===== config.mk =====
export PLATFORM = sky130hd
export DESIGN_NAME = z_hilo_writeback
export DESIGN_NICKNAME = d
export VERILOG_FILES = /design/src/rtl/z_hilo_writeback.sv
export SDC_FILE = /design/constraint.sdc
export NUM_CORES = 1
export LEC_CHECK = 0
export ABC_AREA = 0
export ABC_CLOCK_PERIOD_IN_PS = 4500
export CORE_ASPECT_RATIO = 1.2
export CORE_MARGIN = 8
export CORE_UTILIZATION = 42
export CTS_CLUSTER_DIAMETER = 100
export DETAILED_ROUTE_END_ITERATION = 8
export PLACE_DENSITY = 0.77
export SLEW_MARGIN = 5
export SYNTH_ARGS = -nofsm -noshare
export SYNTH_HDL_FRONTEND = slang
export SYNTH_SLANG_ARGS = --single-unit

===== constraint.sdc =====
create_clock -name Clock -period 4.5 [get_ports Clock]
set_input_delay 0.45 -clock Clock [delete_from_list [all_inputs] [get_ports Clock]]
set_output_delay 0.45 -clock Clock [all_outputs]
set_load 0.1 [all_outputs]

===== src/rtl/z_hilo_writeback.sv =====
// Z-pair capture and HI/LO writeback stage behind the multiplier/divider.
// A self-timed start/busy/done sequence copies Z low then Z high into LO/HI.
module z_hilo_writeback #(
  parameter int W = 32
) (
  input  logic           Clock,
  input  logic           Clear,
  input  logic           start,
  input  logic [2*W-1:0] result,
  input  logic           HIin,
  input  logic           LOin,
  input  logic [W-1:0]   bus_in,
  input  logic           HIout,
  input  logic           LOout,
  output logic [W-1:0]   bus_out,
  output logic [W-1:0]   HI,
  output logic [W-1:0]   LO,
  output logic [2*W-1:0] Z,
  output logic           busy,
  output logic           done,
  output logic           z_zero
);

  typedef enum logic [1:0] {
    IDLE  = 2'd0,
    WR_LO = 2'd1,
    WR_HI = 2'd2,
    DONE  = 2'd3
  } state_t;

  state_t state;
  state_t state_next;

  logic capture;
  logic write_lo;
  logic write_hi;
  logic load_hi;
  logic load_lo;

  always_ff @(posedge Clock or posedge Clear) begin
    if (Clear) begin
      state <= IDLE;
    end else begin
      state <= state_next;
    end
  end

  // A start in IDLE always beats the mthi/mtlo bus loads in the same cycle.
  always_comb begin
    state_next = state;
    capture    = 1'b0;
    write_lo   = 1'b0;
    write_hi   = 1'b0;
    load_hi    = 1'b0;
    load_lo    = 1'b0;
    busy       = 1'b1;
    done       = 1'b0;
    case (state)
      IDLE: begin
        busy = 1'b0;
        if (start) begin
          capture    = 1'b1;
          state_next = WR_LO;
        end else begin
          load_hi = HIin;
          load_lo = LOin;
        end
      end
      WR_LO: begin
        write_lo   = 1'b1;
        state_next = WR_HI;
      end
      WR_HI: begin
        write_hi   = 1'b1;
        state_next = DONE;
      end
      DONE: begin
        done       = 1'b1;
        state_next = IDLE;
      end
      default: begin
        state_next = IDLE;
      end
    endcase
  end

  always_ff @(posedge Clock or posedge Clear) begin
    if (Clear) begin
      Z      <= '0;
      z_zero <= 1'b0;
    end else if (capture) begin
      Z      <= result;
      z_zero <= (result == '0);
    end
  end

  always_ff @(posedge Clock or posedge Clear) begin
    if (Clear) begin
      LO <= '0;
    end else if (write_lo) begin
      LO <= Z[W-1:0];
    end else if (load_lo) begin
      LO <= bus_in;
    end
  end

  always_ff @(posedge Clock or posedge Clear) begin
    if (Clear) begin
      HI <= '0;
    end else if (write_hi) begin
      HI <= Z[2*W-1:W];
    end else if (load_hi) begin
      HI <= bus_in;
    end
  end

  always_comb begin
    bus_out = '0;
    if (HIout) begin
      bus_out = HI;
    end else if (LOout) begin
      bus_out = LO;
    end
  end

endmodule


==> run_results.csv, run 1 <==
group,metric,value,unit
status,status,"finished, final reports clean",
synthesis,syn_area,6020,µm²
cts,cts_tree,"built",
final_layout,finish.instance_area,9300,µm²
worst_setup_path,critPathSlowestCell,"nor2b_1",
routing,firstDrtPassIters,4,
routing,dr_wl_met2,11300,µm
synthesis,edf_count,0,
sta,slew_headroom,28.4,%
worst_hold_path,min_from,"LO[29]",
worst_setup_path,critPathRequiredTime,4.05,ns
sta,fin_skew,0.0107,ns
synthesis,ff_type,"dfrtp_1",
floorplanning,fp_util,42.3,%
worst_setup_path,start_kind,"primary input",
sta,rsz0062_at_grt,"no",
synthesis,yosys.cell_types.count,23,
worst_setup_path,reg2regPathDepth,6,
synthesis,ys_seq_share,54.4,%
place,detailed_place_hpwl,16000,µm
floorplanning,io_pins,266,
synthesis,fp_nets,644,
worst_setup_path,worstSetupStartpoint,"LOout",
routing,routedWlPerCell,21.8,µm
flow_run,maxCapViolations,0,
routing,drc_errors,0,
worst_setup_path,path_class,"in2out",
cts,hold_buffers,0,
final_layout,post-route-util,65.4,%
sta,period_needed,2.87,ns
sta,worst_pin_slew,1.07,ns
synthesis,ys.flops,131,
place,post_dp_cell_area,8710,µm²
worst_setup_path,reg2reg_slack,2.10,ns
routing,dr_wl_met3,1300,µm
flow_run,warnings,29,
worst_setup_path,r2r_start,"state[1]",
cts,clockBufferDepth,2,
final_layout,fin_nets,899,
final_layout,area_growth,54.5,%
synthesis,synth.area.top_cells,"dfrtp_1 54%, mux2_2 12%, mux2i_1 11%",
routing,routed.top_layer,"met4",
global_route,grt_max_degree,85,
worst_hold_path,whs_endpoint,"LO[29]",
synthesis,ys_cells,537,
cts,clk_pin_slew,0.06,ns
global_route,grt_pass1_wl,32600,µm
routing,via_per_inst,5.31,
routing,ant_nets,0,
cts,cts.repair.resized,0,
sta,fin_tns_setup,0,ns
worst_setup_path,critPathCaptureType,"output pin",
cts,h-tree-depth,4,
synthesis,top_cell_area_share,54.4,%
cts,cts-root-buf,"clkbuf_16",
run 1: worst max-delay path by stage:
stage / slack, ns / cells past startpoint / end
2_1_floorplan: 0.55 / 1 / HI[0]
3_3_place_gp: 1.69 / 5 / bus_out[9]
3_5_place_dp: 1.64 / 5 / bus_out[9]
4_1_cts: 1.63 / 5 / bus_out[5]
5_1_grt: 1.48 / 5 / bus_out[1]
6_report: 1.63 / 5 / bus_out[5]
run 1: through the flow:
| step | hold WS (ns) | instances |
|---|---|---|
| floorplan | 0.533 | 537 |
| global placement | 0.485 | 948 |
| detailed placement | 0.495 | 948 |
| CTS | 0.508 | 978 |
| global route | 0.534 | 979 |
| finish | 0.502 | 979 |
run 1: flip-flops by register name, summed over array words and instances, names as in the netlist:
| register | cells |
|---|---|
| state | 2 |
| Z | 64 |
| LO | 32 |
| HI | 32 |
| z_zero | 1 |
run 1: logic make-up after synthesis:
group | after synthesis | share of synthesized area, %
compound gates | 100 | 9.18
fa+ha+maj | 4 | 0.831
buf+inv | 40 | 3.24
flops | 131 | 54.4
mux | 129 | 22.8
simple gates | 133 | 9.52
run 1: Yosys cell counts, types with 4 or more instances:
cell type and instances:
nand2_1 109, clkbuf_2 4, nor4_1 15, inv_1 4, dfrtp_1 131, buf_4 4, clkbuf_1 8, o21ai_0 85
mux2i_1 64, mux2_2 65, buf_2 20, ha_1 4, a22o_1 12
run 1: worst register-to-register path: stages (launching register included):
cell	delay [ns]
dfrtp_1	0.41
inv_1	0.10
ha_1	0.26
nor2b_4	0.18
a21oi_4	0.63
buf_4	0.47
o21ai_0	0.21
run 1: final cells by class:
cell class	count	area, µm²	area share [%]
Sequential cell	131	3280	35.2
Timing Repair Buffer	272	2620	28.2
Tap cell	175	219	2.35
Multi-Input combinational cell	366	2580	27.7
Clock inverter	4	70.1	0.753
Inverter	4	17.5	0.188
Antenna cell	1	2.50	0.0269
Clock buffer	26	519	5.58
run 1: layer usage:
layer / up-vias / track usage (%)
met5: - / 0
met3: 51 / 6.71
li1: 2406 / -
met1: 2544 / 24.4
met4: 0 / 11.9
met2: 198 / 40.6
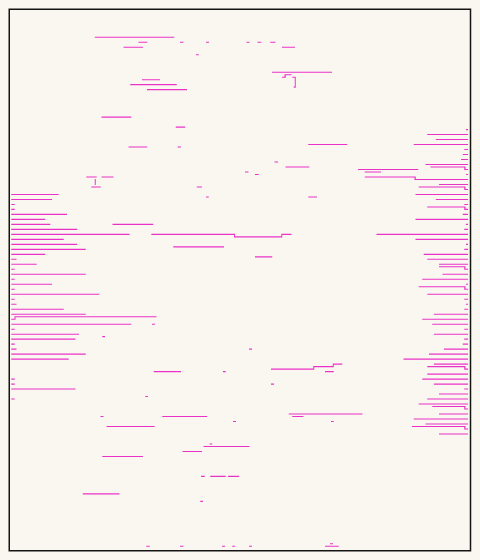
run_1/layer_met3.png
- share of all routed wire: 6.1%
- longest straight run: 38.4 µm
GR Util met3: 6.71%
Vias: 5199
total wire length: 21300 µm

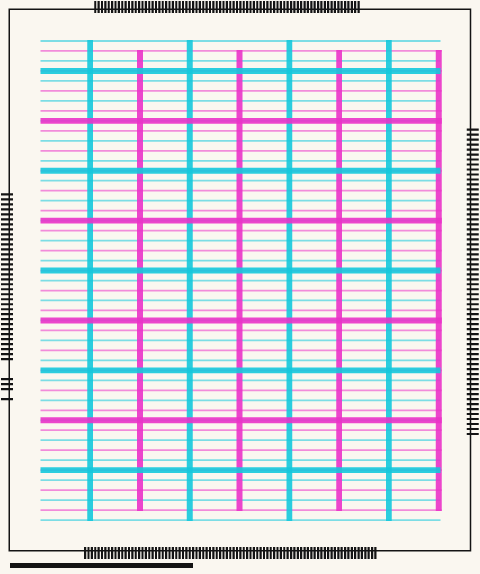
run_1/power_grid.png
Bar = 50 µm. Pins as bars on the die edge.
- magenta: VDD
- cyan: VSS
- met4 straps: 8
- met1 rails: 49
- met5 straps: 9
- signal pins: 266
die width: 125 µm
core area: 14200 µm²
Die Height: 147 µm

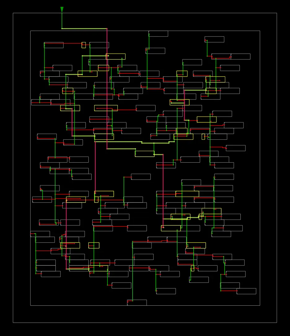
run_1/clocks.png
TritonCTS buffer count: 17
clk sink count: 131
CLK BUF: 26
Late-Pin Clk Latency: 0.41 ns

==> inputs of run 2 (changes only) <==
Settings changed: ABC_CLOCK_PERIOD_IN_PS 4500 to 2600, CORE_UTILIZATION 42 to 38, PLACE_DENSITY 0.77 to 0.74.
Clock period 4.5 ns to 2.6 ns, I/O delays scaled along.
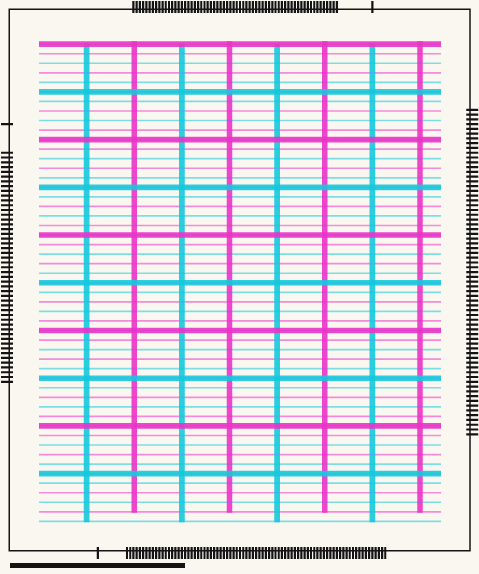
run_2/power_grid.png
Bar = 50 µm. Pins as bars on the die edge.
- cyan: VSS
- magenta: VDD
- signal pins: 266
- met4 straps: 8
- rows: 50
- met5 straps: 10
- met1 rails: 51

==> run 2 against run 1 <==
Against the previous run:
- synthesized area did not move
- count of clock-buffer cells in the layout down 7
- worst setup slack got worse by 1.0 ns
- routed wire length up 0.31%
==> run_results.csv, run 2 <==
group,metric,value,unit
sta,worst_pin_slew,0.697,ns
routing,drc_errors,0,
worst_setup_path,critPathCaptureType,"output pin",
synthesis,ys_cells,537,
global_route,grt_max_degree,132,
worst_setup_path,critPathRequiredTime,2.34,ns
routing,via_per_inst,5.06,
flow_run,maxCapViolations,0,
synthesis,syn_area,6020,µm²
routing,dr_wl_met2,11300,µm
status,status,"finished, final reports clean",
flow_run,warnings,31,
floorplanning,dieHeight,154,µm
floorplanning,coreArea,15600,µm²
final_layout,reg_top3,"Z: 64 flops, HI: 32 flops, LO: 32 flops",
global_route,grt_pass1_vias,5651,
floorplanning,io_pins,266,
sta,slew_headroom,53.1,%
routing,drt-initial-drc-count,233,
routing,routedWlPerCell,21.0,µm
synthesis,top_cells_by_count,"131 x dfrtp_1, 109 x nand2_1, 85 x o21ai_0, 65 x mux2_2, 64 x mux2i_1",
cts,hold_buffers,0,
final_layout,post-route-util,61.9,%
floorplanning,fp_util,38.7,%
cts,cts.repair.resized,0,
cts,clk_pin_slew,0.06,ns
routing,dr_wl_met3,1310,µm
cts,cts_tree,"built",
global_route,grtUsageTotal,21.4,%
cts,h-tree-depth,4,
synthesis,yosys-stat-area,6020,µm²
final_layout,comb_area,2660,µm²
worst_setup_path,path_class,"in2out",
worst_setup_path,crit_family,"buffers and inverters",
worst_setup_path,worstSetupStartpoint,"LOout",
worst_setup_path,start_kind,"primary input",
worst_setup_path,critPathSlowestCell,"clkdlybuf4s50_1",
final_layout,largest_reg_flops,64,
sta,fin_tns_setup,0,ns
final_layout,num_antenna_cells,0,
cts,numClockSinks,131,
final_layout,area_growth,60.1,%
global_route,grt_pass1_wl,32700,µm
synthesis,ys_warn_count,0,
place,post_dp_cell_area,9010,µm²
cts,clockBufferDepth,2,
routing,routed.top_layer,"met4",
final_layout,regArea,3280,µm²
cts,postCtsSetupBuffers,0,
worst_setup_path,critPathMaxFanout,11,
final_layout,fin_nets,907,
routing,route.vias.total,5159,
worst_setup_path,cp_cell_sequence,"clkdlybuf4s50_1 > buf_4 > nor2b_1 > buf_4 > a22o_1 > buf_12",
routing,firstDrtPassIters,4,
final_layout,layout_top_cells,"142 x buf_4, 131 x dfrtp_1, 108 x nand2_1",
worst_setup_path,crit_top_cell,"buf_4",
synthesis,post_synth.cell_area_avg,11.2,µm²
synthesis,edf_count,0,
sta,fin_skew,0.00964,ns
synthesis,yosysMostFrequentCell,"dfrtp_1",
synthesis,top_cell_area_share,54.4,%
place,preCtsSetupSlack,0.572,ns
final_layout,drive_above_1_share,37.4,%
cts,insertion_delay,0.41,ns
synthesis,ys_seq_share,54.4,%
floorplanning,die_x,131,µm
routing,wl,21400,µm
worst_hold_path,hold_class,"in2async",
synthesis,synth.area.top_cells,"dfrtp_1 54%, mux2_2 12%, mux2i_1 11%",
final_layout,finish.instance_area,9640,µm²
sta,period_needed,2.01,ns
synthesis,ff_type,"dfrtp_1",
sta,setup_viol_count_final,0,
sta,clock.fmax,498,MHz
synthesis,fp_nets,644,
cts,cts_made_buffers,17,
cts,cts-root-buf,"clkbuf_16",
place,detailed_place_hpwl,16600,µm
final_layout,top_register,"Z",
synthesis,yosys.cell_types.count,23,
routing,ant_nets,0,
sta,whs,0.403,ns
worst_setup_path,r2r_start,"state[0]",
sta,rsz0062_at_grt,"no",
synthesis,ys.flops,131,
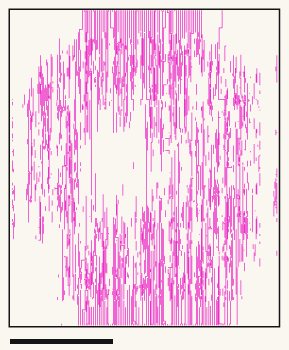
run_2/layer_met2.png
Bar = 50 µm.
- longest straight run: 61.5 µm
- nets with wire on the layer: 807
- main direction: vertical

run 2: cell count changes in the layout (fill, tap and decap cells not counted), moves of 4 or more:
| cell | previous run | this run |
|---|---|---|
| clkinv_4 | 0 | 4 |
| buf_4 | 39 | 142 |
| buf_12 | 0 | 36 |
| o21ai_2 | 0 | 21 |
| clkbuf_8 | 6 | 1 |
| clkdlybuf4s50_1 | 232 | 101 |
| o21ai_0 | 85 | 64 |
run 2: area by class of cell:
type	instances	share of cell area, %
multi-input cells	366	27.5
repair buffers	280	29.1
flip-flops and latches	131	34.0
clock buffers	19	4.60
well taps	208	2.70
clock inverters	12	1.88
inverters	4	0.195
run 2: cell families (layout without fill, tap and decap cells):
logic type | after synthesis | count (layout) | synth area share [%]
flip-flops | 131 | 131 | 54.4
multiplexers | 129 | 129 | 22.8
AND-OR/OR-AND | 100 | 100 | 9.18
buffers and inverters | 40 | 315 | 3.24
adder cells (fa/ha/maj) | 4 | 4 | 0.831
AND/OR/NAND/NOR | 133 | 133 | 9.52
run 2: metrics by stage:
step                cells
floorplan             537
global placement      989
CTS                  1020
global route         1020
finish               1020
detailed placement    989
run 2: worst reg2reg max path, cell delays in order, from the launching register on:
cell and delay (ns):
dfrtp_1 0.37, inv_1 0.09, ha_1 0.28, nand2_4 0.44, buf_12 0.29, mux2_2 0.38
run 2: final timing paths:
kind                               to  slack, ns  cells past startpoint
min in group Clock               Z[8]       0.50                      2
min                            HI[24]       0.40                      3
min reg2reg                    HI[22]       0.51                      2
max reg2reg                     Z[12]       0.64                      5
max in group asynchronous        Z[2]       1.68                      3
max                        bus_out[4]       0.59                      6
run 2: per-layer routing:
| layer | vias to the layer above | GRT usage (%) |
|---|---|---|
| met5 | - | 0 |
| met4 | 0 | 7.45 |
| met3 | 31 | 5.16 |
| met2 | 178 | 38.2 |
| met1 | 2531 | 23.9 |
| li1 | 2419 | - |
==> inputs of run 3 (changes only) <==
Settings changed: ABC_CLOCK_PERIOD_IN_PS 2600 to 1820.
Clock period 2.6 ns to 1.82 ns, I/O delays scaled along.
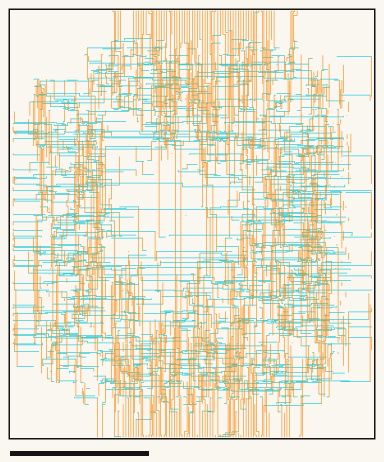
run_3/wires.png
Bar = 50 µm. Only two layers are drawn.
- orange: metal 2 (wire length 11900 µm)
- cyan: metal 1 (wire length 8320 µm)

==> run 3 against run 2 <==
Against the previous run:
- synthesized cell count unchanged
- critical path depth shrank 1
- largest cell class unchanged
- core utilization is 2.2 points higher
- flip-flop count did not move
- non-clock buffer count up 10
- first-iteration DRC count rose by 3.4%
- final cell count up 1.1%
==> run_results.csv, run 3 <==
group,metric,value,unit
status,status,"finished, final reports clean",
synthesis,fp_nets,644,
synthesis,post_synth_main_logic_family,"multiplexers",
worst_setup_path,start_kind,"register",
cts,cts-root-buf,"clkbuf_16",
routing,dr_wl_met2,11900,µm
flow_run,maxCapViolations,0,
cts,clk_pin_slew,0.05,ns
routing,routedWlPerCell,21.6,µm
place,post_dp_cell_area,9430,µm²
worst_setup_path,critPathRequiredTime,2.12,ns
cts,insertion_delay,0.42,ns
final_layout,fin_nets,917,
global_route,grt_pass1_wl,33600,µm
worst_setup_path,crit_family,"flip-flops",
global_route,grtUsageTotal,22.3,%
final_layout,finish.instance_area,9980,µm²
sta,fin_tns_setup,0,ns
synthesis,ys_seq_share,54.4,%
synthesis,yosysMostFrequentCell,"dfrtp_1",
synthesis,xor_area_share,0,%
sta,rsz0062_at_grt,"no",
floorplanning,io_pins,266,
routing,dr_wl_met3,1430,µm
floorplanning,fp_util,38.7,%
synthesis,synth.area.top_cells,"dfrtp_1 54%, mux2_2 12%, mux2i_1 11%",
synthesis,ys_sh_aoi,9.18,%
synthesis,yosys.area_share.adder,0.831,%
synthesis,yosys.area_share.simple,9.52,%
worst_setup_path,critPathCaptureType,"register",
routing,via_per_inst,5.20,
worst_hold_path,hold_class,"in2async",
cts,postCtsSetupBuffers,0,
global_route,grt_max_degree,68,
worst_setup_path,reg2reg_to,"Z[45]",
sta,setup_viol_count_final,0,
sta,fin_skew,0.00508,ns
floorplanning,dieHeight,154,µm
synthesis,syn_area,6020,µm²
worst_setup_path,path_class,"reg2reg",
final_layout,post-route-util,64.1,%
final_layout,layout_top_cells,"142 x buf_4, 110 x dfrtp_1, 108 x nand2_1",
synthesis,ys.flops,131,
routing,drt-initial-drc-count,241,
synthesis,yosys-stat-area,6020,µm²
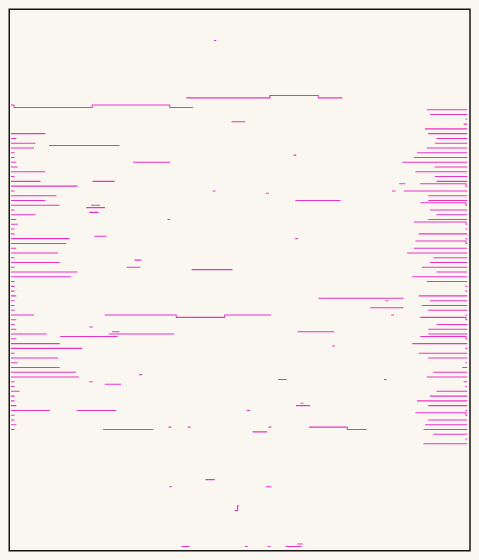
run_3/layer_met3.png
- longest straight run: 23.9 µm
- share of all routed wire: 6.4%
- main direction: horizontal
- nets with wire on the layer: 164
- wire length on this layer: 1430 µm
GR Util met3: 5.61%
Vias: 5360
total wire length: 22300 µm

[run 3: through the flow]
step	hold slack, ns	instances	setup WS, ns
floorplan	0.332	537	-0.124
global placement	0.488	999	-0.207
detailed placement	0.503	999	-0.190
CTS	0.242	1030	0.0840
global route	0.259	1031	0.00166
finish	0.221	1031	0.0944
[run 3: worst reg2reg max path, cell delays in order, from the launching register on]
cell	delay, ns
dfrtp_1	0.39
inv_1	0.10
ha_1	0.27
nand2_4	0.26
buf_12	0.23
mux2_2	0.37
[run 3: worst max-delay path by stage]
stage / cells after the start / end / slack, ns / start
global placement: 6 / z_zero / -0.21 / result[24]
detailed placement: 6 / z_zero / -0.19 / result[24]
CTS: 5 / Z[19] / 0.08 / state[0]
finish: 5 / Z[45] / 0.09 / state[0]
floorplan: 1 / LO[10] / -0.12 / Clear
global route: 5 / Z[45] / 0.002 / state[0]
[run 3: logic make-up after synthesis]
| logic type | Yosys count |
|---|---|
| adders and majority gates | 4 |
| AOI/OAI and AO/OA | 100 |
| muxes | 129 |
| buffers and inverters | 40 |
| and+or+nand+nor | 133 |
| DFF | 131 |
[run 3: final cells by class]
| cell class | instances | area (µm²) |
|---|---|---|
| antenna | 1 | 2.50 |
| clock buffer | 27 | 523 |
| clock inverter | 4 | 25.0 |
| fill | 1192 | 5600 |
| inverter | 4 | 18.8 |
| multi-input combinational | 366 | 2830 |
| sequential | 131 | 3300 |
| tap | 208 | 260 |
| timing repair buffer | 290 | 3020 |
[run 3: per-layer routing]
metal  up-vias  GRT usage, %
met5         -             0
met1      2656          24.2
li1       2450             -
met2       215          39.8
met4         0          9.53
met3        39          5.61
